Figure 1. I/O nets highlighted (run 1).
Bar = 20 um.
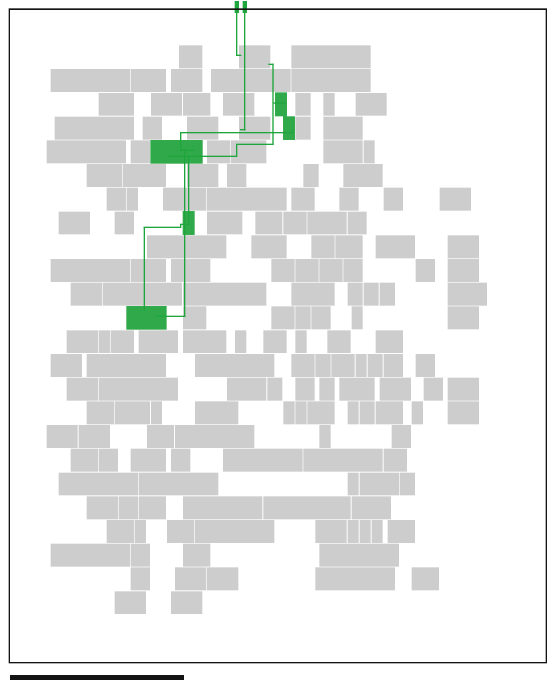
Figure 2. Wiring heat map (run 1).
The die is cut into 12 by 15 equal tiles; dark blue is low, red is high, scaled to the fullest tile. Values are wire area over tile area, all layers added.
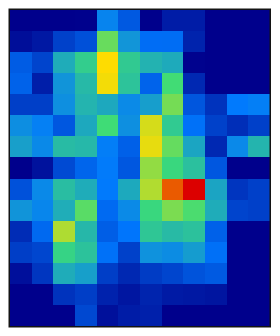
Figure 3. Placement view (run 1).
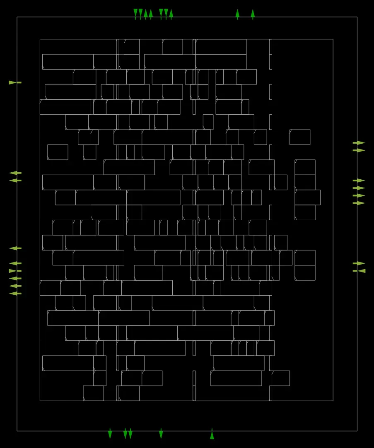
===== config.mk =====
export PLATFORM = sky130hd
export DESIGN_NAME = multicycle_sequencer
export DESIGN_NICKNAME = d
export VERILOG_FILES = /design/src/rtl/seq_pkg.sv /design/src/rtl/multicycle_sequencer_decode.sv /design/src/rtl/multicycle_sequencer.sv
export SDC_FILE = /design/constraint.sdc
export NUM_CORES = 1
export LEC_CHECK = 0
export CORE_ASPECT_RATIO = 1.25
export CORE_MARGIN = 4
export CORE_UTILIZATION = 40
export DETAILED_ROUTE_END_ITERATION = 10
export PLACE_DENSITY = 0.65
export SYNTH_ARGS = -nofsm -noshare
export SYNTH_HDL_FRONTEND = slang
export SYNTH_HIERARCHICAL = 1
export SYNTH_SLANG_ARGS = --single-unit

===== constraint.sdc =====
create_clock -name clk -period 2.2 [get_ports clk]
set_input_delay 0.33 -clock clk [delete_from_list [all_inputs] [get_ports clk]]
set_output_delay 0.33 -clock clk [all_outputs]
set_load 0.01 [all_outputs]

===== src/rtl/seq_pkg.sv =====
// Shared types and constants for the multicycle instruction sequencer.
// Holds the state encoding, the mode/opcode constants, and the control
// bundle that is captured in DECODE and held for the rest of the instruction.
package seq_pkg;

  localparam int unsigned STALL_LIMIT_DEF = 15;
  localparam int unsigned CNT_W_DEF       = 8;

  typedef enum logic [2:0] {
    ST_IDLE,
    ST_FETCH,
    ST_DECODE,
    ST_EXEC,
    ST_MEM,
    ST_WB,
    ST_ERROR
  } state_t;

  localparam logic [1:0] MODE_JUMP  = 2'b00;
  localparam logic [1:0] MODE_LOAD  = 2'b01;
  localparam logic [1:0] MODE_STORE = 2'b10;
  localparam logic [1:0] MODE_ALU   = 2'b11;

  localparam logic [1:0] OP_NOP = 2'b00;
  localparam logic [1:0] OP_SUB = 2'b10;
  localparam logic [1:0] OP_IMM = 2'b11;

  // Decoded control bundle, held stable from EXEC through retire
  typedef struct packed {
    logic [1:0] mode;
    logic       reg_we;         // ALU op that writes the register file
    logic       val_a_imm;
    logic       val_b_pc;
    logic       val_b_imm;
    logic       alu_neg;
    logic       reg_num_shift;
  } ctrl_t;

endpackage


===== src/rtl/multicycle_sequencer_decode.sv =====
// Combinational instruction decoder: mode/opcode fields -> ctrl_t bundle.
// Ports: i_mode, i_opcode (instruction fields), o_ctrl (decoded bundle).
module seq_decode
  import seq_pkg::*;
(
  input  logic [1:0] i_mode,
  input  logic [1:0] i_opcode,
  output ctrl_t      o_ctrl
);

  always_comb begin
    o_ctrl               = '0;
    o_ctrl.mode          = i_mode;
    o_ctrl.reg_we        = (i_mode == MODE_ALU) && (i_opcode != OP_NOP);
    o_ctrl.val_a_imm     = (i_mode != MODE_ALU);
    o_ctrl.val_b_pc      = (i_mode == MODE_JUMP);
    o_ctrl.val_b_imm     = (i_mode == MODE_ALU) && (i_opcode == OP_IMM);
    o_ctrl.alu_neg       = (i_mode == MODE_ALU) && (i_opcode == OP_SUB);
    o_ctrl.reg_num_shift = (i_mode == MODE_LOAD) || (i_mode == MODE_STORE);
  end

endmodule


===== src/rtl/multicycle_sequencer.sv =====
// Multi-cycle sequencer for the 8-bit core: FETCH/DECODE/EXEC/MEM/WB over a
// shared memory port with req/ready handshake, memory stall timeout, and a
// wrapping retired-instruction counter.
// Ports: clk, reset (async, active-high); run, instr_mode, instr_opcode,
// mem_ready in; memory strobes, datapath strobes, operand selects, busy,
// timeout (sticky) and instr_count out.
// Optional: SEQ_SINGLE_STEP_EN adds input step, which starts one instruction
// from IDLE while run is low.
module multicycle_sequencer
  import seq_pkg::*;
#(
  parameter int unsigned STALL_LIMIT = STALL_LIMIT_DEF,
  parameter int unsigned CNT_W       = CNT_W_DEF
) (
  input  logic             clk,
  input  logic             reset,
  input  logic             run,
  input  logic [1:0]       instr_mode,
  input  logic [1:0]       instr_opcode,
`ifdef SEQ_SINGLE_STEP_EN
  input  logic             step,
`endif
  input  logic             mem_ready,
  output logic             mem_req,
  output logic             mem_we,
  output logic             mem_addr_sel,
  output logic             ir_write,
  output logic             pc_inc,
  output logic             pc_write,
  output logic             register_write,
  output logic             memory_to_register,
  output logic             alu_negation,
  output logic             val_a_imm_selection,
  output logic             val_b_pc_selection,
  output logic             val_b_imm_selection,
  output logic             reg_num_shift,
  output logic             busy,
  output logic             timeout,
  output logic [CNT_W-1:0] instr_count
);

  localparam int unsigned WAIT_W = (STALL_LIMIT > 1) ? $clog2(STALL_LIMIT + 1) : 1;

  state_t            r_state;
  state_t            w_next;
  ctrl_t             r_ctrl;
  ctrl_t             w_ctrl;
  logic [WAIT_W-1:0] r_wait;
  logic [CNT_W-1:0]  r_count;
  logic              r_timeout;
  logic              w_retire;
  logic              w_start;
  logic              w_at_limit;
  logic              w_sel_en;

  seq_decode u_decode (
    .i_mode   (instr_mode),
    .i_opcode (instr_opcode),
    .o_ctrl   (w_ctrl)
  );

`ifdef SEQ_SINGLE_STEP_EN
  assign w_start = run | step;
`else
  assign w_start = run;
`endif

  // Current stall cycle is the last one tolerated; a ready in this cycle still wins
  assign w_at_limit = (STALL_LIMIT != 0) && (32'(r_wait) == (STALL_LIMIT - 1));

  assign w_sel_en = (r_state == ST_EXEC) || (r_state == ST_MEM) || (r_state == ST_WB);

  // Next-state and strobe decode
  always_comb begin
    w_next              = r_state;
    w_retire            = 1'b0;
    mem_req             = 1'b0;
    mem_we              = 1'b0;
    mem_addr_sel        = 1'b0;
    ir_write            = 1'b0;
    pc_inc              = 1'b0;
    pc_write            = 1'b0;
    register_write      = 1'b0;
    memory_to_register  = 1'b0;
    alu_negation        = w_sel_en & r_ctrl.alu_neg;
    val_a_imm_selection = w_sel_en & r_ctrl.val_a_imm;
    val_b_pc_selection  = w_sel_en & r_ctrl.val_b_pc;
    val_b_imm_selection = w_sel_en & r_ctrl.val_b_imm;
    reg_num_shift       = w_sel_en & r_ctrl.reg_num_shift;
    busy                = (r_state != ST_IDLE) && (r_state != ST_ERROR);

    case (r_state)
      ST_IDLE: begin
        if (w_start) w_next = ST_FETCH;
      end
      ST_FETCH: begin
        mem_req = 1'b1;
        if (mem_ready) begin
          ir_write = 1'b1;
          pc_inc   = 1'b1;
          w_next   = ST_DECODE;
        end else if (w_at_limit) begin
          w_next = ST_ERROR;
        end
      end
      ST_DECODE: w_next = ST_EXEC;
      ST_EXEC: begin
        case (r_ctrl.mode)
          MODE_JUMP: begin
            pc_write = 1'b1;
            w_retire = 1'b1;
          end
          MODE_LOAD, MODE_STORE: w_next = ST_MEM;
          default: begin
            register_write = r_ctrl.reg_we;
            w_retire       = 1'b1;
          end
        endcase
      end
      ST_MEM: begin
        mem_req      = 1'b1;
        mem_addr_sel = 1'b1;
        mem_we       = (r_ctrl.mode == MODE_STORE);
        if (mem_ready) begin
          if (r_ctrl.mode == MODE_STORE) w_retire = 1'b1;
          else                           w_next   = ST_WB;
        end else if (w_at_limit) begin
          w_next = ST_ERROR;
        end
      end
      ST_WB: begin
        register_write     = 1'b1;
        memory_to_register = 1'b1;
        w_retire           = 1'b1;
      end
      ST_ERROR: w_next = ST_ERROR;
      default:  w_next = ST_IDLE;
    endcase

    // run is only sampled here and in IDLE, so dropping it never aborts
    if (w_retire) w_next = run ? ST_FETCH : ST_IDLE;
  end

  // State, captured control, stall counter, retire counter, sticky timeout
  always_ff @(posedge clk or posedge reset) begin
    if (reset) begin
      r_state   <= ST_IDLE;
      r_ctrl    <= '0;
      r_wait    <= '0;
      r_count   <= '0;
      r_timeout <= 1'b0;
    end else begin
      r_state <= w_next;
      if (r_state == ST_DECODE) r_ctrl <= w_ctrl;
      // Staying in a memory state means this was a stall cycle; any transition clears
      if (((r_state == ST_FETCH) || (r_state == ST_MEM)) && (w_next == r_state))
        r_wait <= r_wait + WAIT_W'(1);
      else
        r_wait <= '0;
      if (w_retire) r_count <= r_count + CNT_W'(1);
      if ((w_next == ST_ERROR) && (r_state != ST_ERROR)) r_timeout <= 1'b1;
    end
  end

  assign timeout     = r_timeout;
  assign instr_count = r_count;

endmodule


==> results.yml, run 1 <==
# yosys + openroad results
outcome:
  status: "complete, no violations"
timing:
  setup-violations-final: 0
  period_minus_slack_ns: 2.09
  finalClockPeriodUsage_pct: 95.2
  skew_ns: 0.00245
  holdWs_ns: 0.395
  hold_viol: 0
  worst_slew_pin_slew_ns: 0.398
  setup_ws_ns: 0.107
  tns_ns: 0
  relSlewSlack_pct: 73.5
setup_path:
  critPathSlowestCell: "clkdlybuf4s50_1"
  crit_cells: 4
  cp-start-kind: "flop"
  reg2reg_from: "r_ctrl[6]$_DFFE_PP0P_"
  end_kind: "primary output"
  critPathRequiredTime_ns: 1.87
  crit_buf_inv: 2
  cp_cell_sequence: "buf_4 -> nor2_1 -> and3_1 -> clkdlybuf4s50_1"
  worstPathArrival_ns: 1.76
  criticalPathCategory: "flop to primary output"
  rrSetupSlack_ns: 0.38
  crit_path_end: "ir_write"
  cp_max_fo: 10
  rr_endpoint: "instr_count[6]$_DFFE_PP0P_"
global_routing:
  grt-busiest-layer: "met2"
  grt_pass1_vias: 1125
  grt_pass1_wl_mm: 5.02
  gr-usage-met1_pct: 18.3
  grt-ovfl-total: 0
  grtUsageMet3_pct: 2.40
routing:
  top_layer: "met4"
  routed_via_density: 5.12
  drtIter0Drc: 19
  wl_mm: 2.93
  wl_met3_um: 137
  postRouteAntennaNets: 0
  wl_met1_mm: 1.25
  dr_wl_met2_mm: 1.51
  firstDrtPassIters: 4
power:
  finalPower_mw: 2.07
  p_comb_mw: 1.04
  power.leakage_nw: 0.863
  p_int_mw: 1.29
  combPwrFrac_pct: 50.5
  powerDensity_nw_per_um2: 1130
  pg_clk_mw: 0.294
  p_switching_mw: 0.776
  swShare_pct: 37.5
  ir_drop_v: 0.000665
  p_seq_share_pct: 35.3
final_layout:
  lay_top_count: "clkdlybuf4s50_1"
  comb_share_pct: 40.7
  inverters: 8
  largest_class: "multi-input combinational cells"
  sh_seq_area_pct: 32.8
  nonClkBufAreaFrac_pct: 19.2
  antennaDiodeCount: 0
  lay_top_cells: "clkdlybuf4s50_1, dfrtp_1, ha_1"
  final_nets: 187
  drive_above_1_share_pct: 14.2
  logic_area_um2: 748
  area_growth_syn_to_layout_pct: 28.9
  buffers: 36
  clkbuf_count: 4
cts:
  cts.clk_slew.worst_paths_ns: 0.08
  insertion_delay_ns: 0.26
  cts_max_path_buffers: 2
  post-cts-setup-buffers: 0
  cts-root-buf: "clkbuf_8"
  cts_tree: "built"
  numCtsBuffers: 3
  cts.sinks: 24
  ctsHoldBuffers: 0
  htree_num_levels: 1
logic_synthesis:
  synth_warnings: 6
  aoi_share_pct: 9.83
  avgSynthCellArea_um2: 10.4
  yosys-top-cells-area: "dfrtp_1, ha_1, xnor2_1, buf_4, mux2_1"
  async_flop_share_pct: 100
  ys_cells: 137
  top_cell_area_share_pct: 42.1
  ys_sh_simple_pct: 22.1
  synthMuxAreaShare_pct: 5.53
  yosys.stat.chipArea_um2: 1430
  numSynthFlops: 24
  logic_family: "simple AND/OR/NAND/NOR gates"
  ys_sh_adder_pct: 7.90
  ys_seq_share_pct: 42.1
  common_cells: "dfrtp_1, ha_1, nor2_1, inv_1, xnor2_1"
  synth_nets: 154
  yosysTopAreaCell: "dfrtp_1"
  ys_sh_xor_pct: 6.15
  syn_area_um2: 1430
  edf_count: 0
die:
  floorplan.core_util_pct: 41.3
  tap_cells: 39
  die_y_um: 74.7
  die-area_um2: 4590
  rows: 24
worst_hold_path:
  hp-class: "primary input to async pin"
placement:
  hpwlAfterDp_mm: 2.28
  dp_cells: 204
  placed_cell_area_um2: 1760
About Figure 1:
legend:
  green:
    port: instr_mode
    bits: 2
    direction: input
    end_cells: 6
    wire: 106 um
port bufs: 30
I/O Pins: 31

About Figure 2:
mean over tiles: 0.10
nearly empty tiles: 22%
tiles over half the peak: 9.4%
emptiest ninth of the die: upper right
vias post-DR: 1065
Total GRT Usage: 14.6%
wire length per cell: 14.1 um

About Figure 3:
Non-Filler Instances: 208
Seq cells: 24
FILL cells: 323
Core Area: 3450 um^2
post-layout util: 53.2%

Figure 4. Cells coloured by class (run 1).
Fill, decap, tap and diode cells in grey.
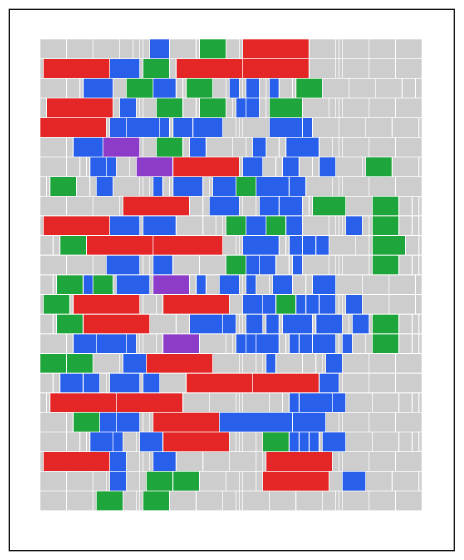

==> inputs of run 2 (changes only) <==
==> constraint.sdc (replaced) <==
create_clock -name clk -period 2.1 [get_ports clk]
set_input_delay 0.315 -clock clk [delete_from_list [all_inputs] [get_ports clk]]
set_output_delay 0.315 -clock clk [all_outputs]
set_load 0.01 [all_outputs]
Figure 5. Cells coloured by class (run 2).
Fill, decap, tap and diode cells in grey.
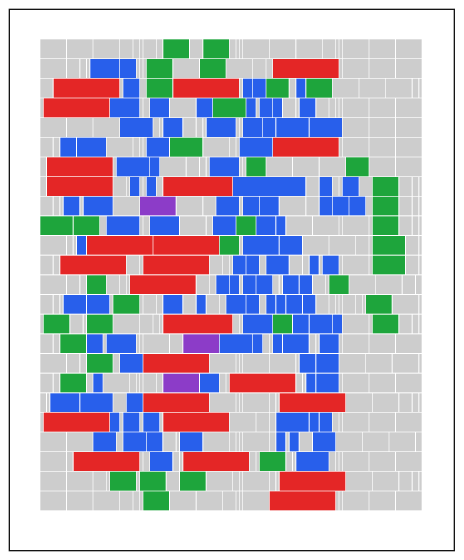
legend:
  green:
    class: remaining buffers and delay cells
    cells: 36
    share_of_their_area: 20%
  red:
    class: sequential cells
    cells: 24
    share_of_their_area: 34%
  purple:
    class: clock drivers
    cells: 3
    share_of_their_area: 2.3%
  blue:
    class: combinational and other logic
    cells: 105
    share_of_their_area: 44%
post-layout util: 52.9%
post-route cell area: 1830 um^2
site row count: 24
Seq/total area: 33.0%

==> run 2 against run 1 <==
Compared with the run above:
- final cell count down 0.48%
- highest routed layer unchanged
- die size stayed put
- combinational power barely moved
- wire length is 2.5% lower
- critical endpoint is now mem_we
- design area decreased by 0.48%
- synthesized cell count unchanged
==> results.yml, run 2 <==
# yosys + openroad results
logic_synthesis:
  avgSynthCellArea_um2: 10.4
  yosys.stat.chipArea_um2: 1430
  aoi_share_pct: 9.83
  synth_nets: 154
  numSynthFlops: 24
  ys_sh_xor_pct: 6.15
  ys_sh_adder_pct: 7.90
  ys_seq_share_pct: 42.1
  yosysTopAreaCell: "dfrtp_1"
  syn_area_um2: 1430
  ys_cells: 137
  ys_sh_simple_pct: 22.1
  edf_count: 0
  synth_warnings: 6
  async_flop_share_pct: 100
  logic_family: "simple AND/OR/NAND/NOR gates"
  common_cells: "dfrtp_1, ha_1, nor2_1, inv_1, xnor2_1"
  top_cell_area_share_pct: 42.1
  yosys-top-cells-area: "dfrtp_1, ha_1, xnor2_1, buf_4, mux2_1"
  synthMuxAreaShare_pct: 5.53
timing:
  holdWs_ns: 0.411
  skew_ns: 0.00217
  tns_ns: 0
  fmax_ghz: 0.491
  setup-violations-final: 0
  period_minus_slack_ns: 2.04
  relSlewSlack_pct: 72.8
  finalClockPeriodUsage_pct: 96.9
  hold_viol: 0
  worst_slew_pin_slew_ns: 0.408
  setup_ws_ns: 0.0644
routing:
  wire_per_inst_um: 13.8
  routed_via_density: 5.22
  wl_met3_um: 175
  route.vias.total: 1081
  dr_wl_met2_mm: 1.42
  top_layer: "met4"
  wl_mm: 2.86
  drtIter0Drc: 17
  wl_met1_mm: 1.20
  firstDrtPassIters: 4
  postRouteAntennaNets: 0
power:
  p_seq_share_pct: 36.6
  swShare_pct: 38.1
  p_comb_mw: 1.07
  maxPowerGroup: "combinational cells"
  p_int_mw: 1.30
  powerDensity_nw_per_um2: 1150
  p_switching_mw: 0.799
  pg_clk_mw: 0.261
  finalPower_mw: 2.10
  combPwrFrac_pct: 51.0
  power.leakage_nw: 0.904
setup_path:
  criticalPathCategory: "flop to primary output"
  r2r_cells: 6
  reg2reg_from: "r_ctrl[6]$_DFFE_PP0P_"
  cp_cell_sequence: "buf_4 -> nand2b_4 -> nor2_2 -> and2_1 -> clkdlybuf4s50_1"
  rrSetupSlack_ns: 0.25
  cp-start-kind: "flop"
  cp_max_fo: 7
  crit_buf_inv: 2
  startpoint: "r_state[2]$_DFF_PP0_"
  crit_cells: 5
  critPathSlowestCell: "clkdlybuf4s50_1"
  crit_path_end: "mem_we"
  worstPathArrival_ns: 1.72
  end_kind: "primary output"
  critPathRequiredTime_ns: 1.78
  rr_endpoint: "instr_count[6]$_DFFE_PP0P_"
final_layout:
  buffers: 36
  largest_class: "multi-input combinational cells"
  multi_input_comb_cells: 97
  drive_above_1_share_pct: 14.9
  lay_top_count: "clkdlybuf4s50_1"
  final-clk-cell-share_pct: 2.26
  comb_share_pct: 41.0
  lay_top_cells: "clkdlybuf4s50_1, dfrtp_1, ha_1"
  final_cells: 207
  final_nets: 187
  fillers: 316
  inverters: 8
  nonClkBufAreaFrac_pct: 19.4
  logic_area_um2: 749
  clkbuf_count: 3
  ff_count: 24
  area_growth_syn_to_layout_pct: 28.3
  antennaDiodeCount: 0
global_routing:
  gr-usage-met1_pct: 16.5
  grt-busiest-layer: "met2"
  grtUsageMet3_pct: 3.43
  grt-ovfl-total: 0
  grt_usage_pct: 13.6
  grt_pass1_vias: 1079
  grt_pass1_wl_mm: 4.67
die:
  tap_cells: 39
  core_um2: 3450
  floorplan.core_util_pct: 41.3
  die-area_um2: 4590
  ios: 31
cts:
  ctsHoldBuffers: 0
  htree_num_levels: 1
  insertion_delay_ns: 0.26
  cts_tree: "built"
  cts.sinks: 24
  numCtsBuffers: 3
  cts_max_path_buffers: 2
  cts.clk_slew.worst_paths_ns: 0.08
  cts-root-buf: "clkbuf_8"
  post-cts-setup-buffers: 0
flow_run:
  tool_warnings: 32
placement:
  port_buffers: 30
  hpwlAfterDp_mm: 2.16
  dp_cells: 203
  placed_cell_area_um2: 1750
outcome:
  status: "complete, no violations"
worst_hold_path:
  hp-class: "primary input to async pin"
Figure 6. Floorplan with the power grid (run 2).
Bar = 20 um. Pins as bars on the die edge. Tap cells in grey.
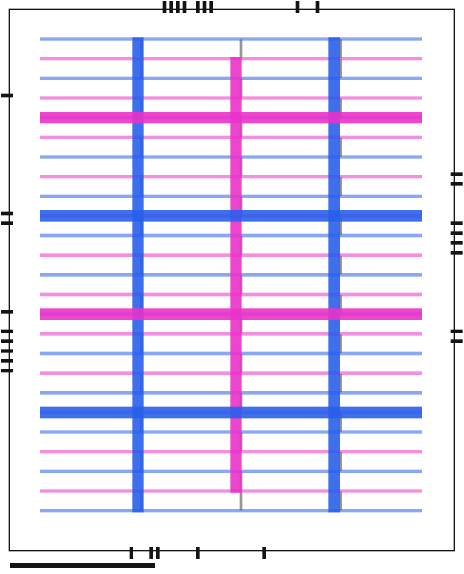
legend:
  blue:
    net: VSS
  magenta:
    net: VDD
met5 straps: 4
tap cells: 39
Chip Height: 74.7 um
Max IR drop VDD: 0.000617 V

Power and IR drop assume default switching activity.
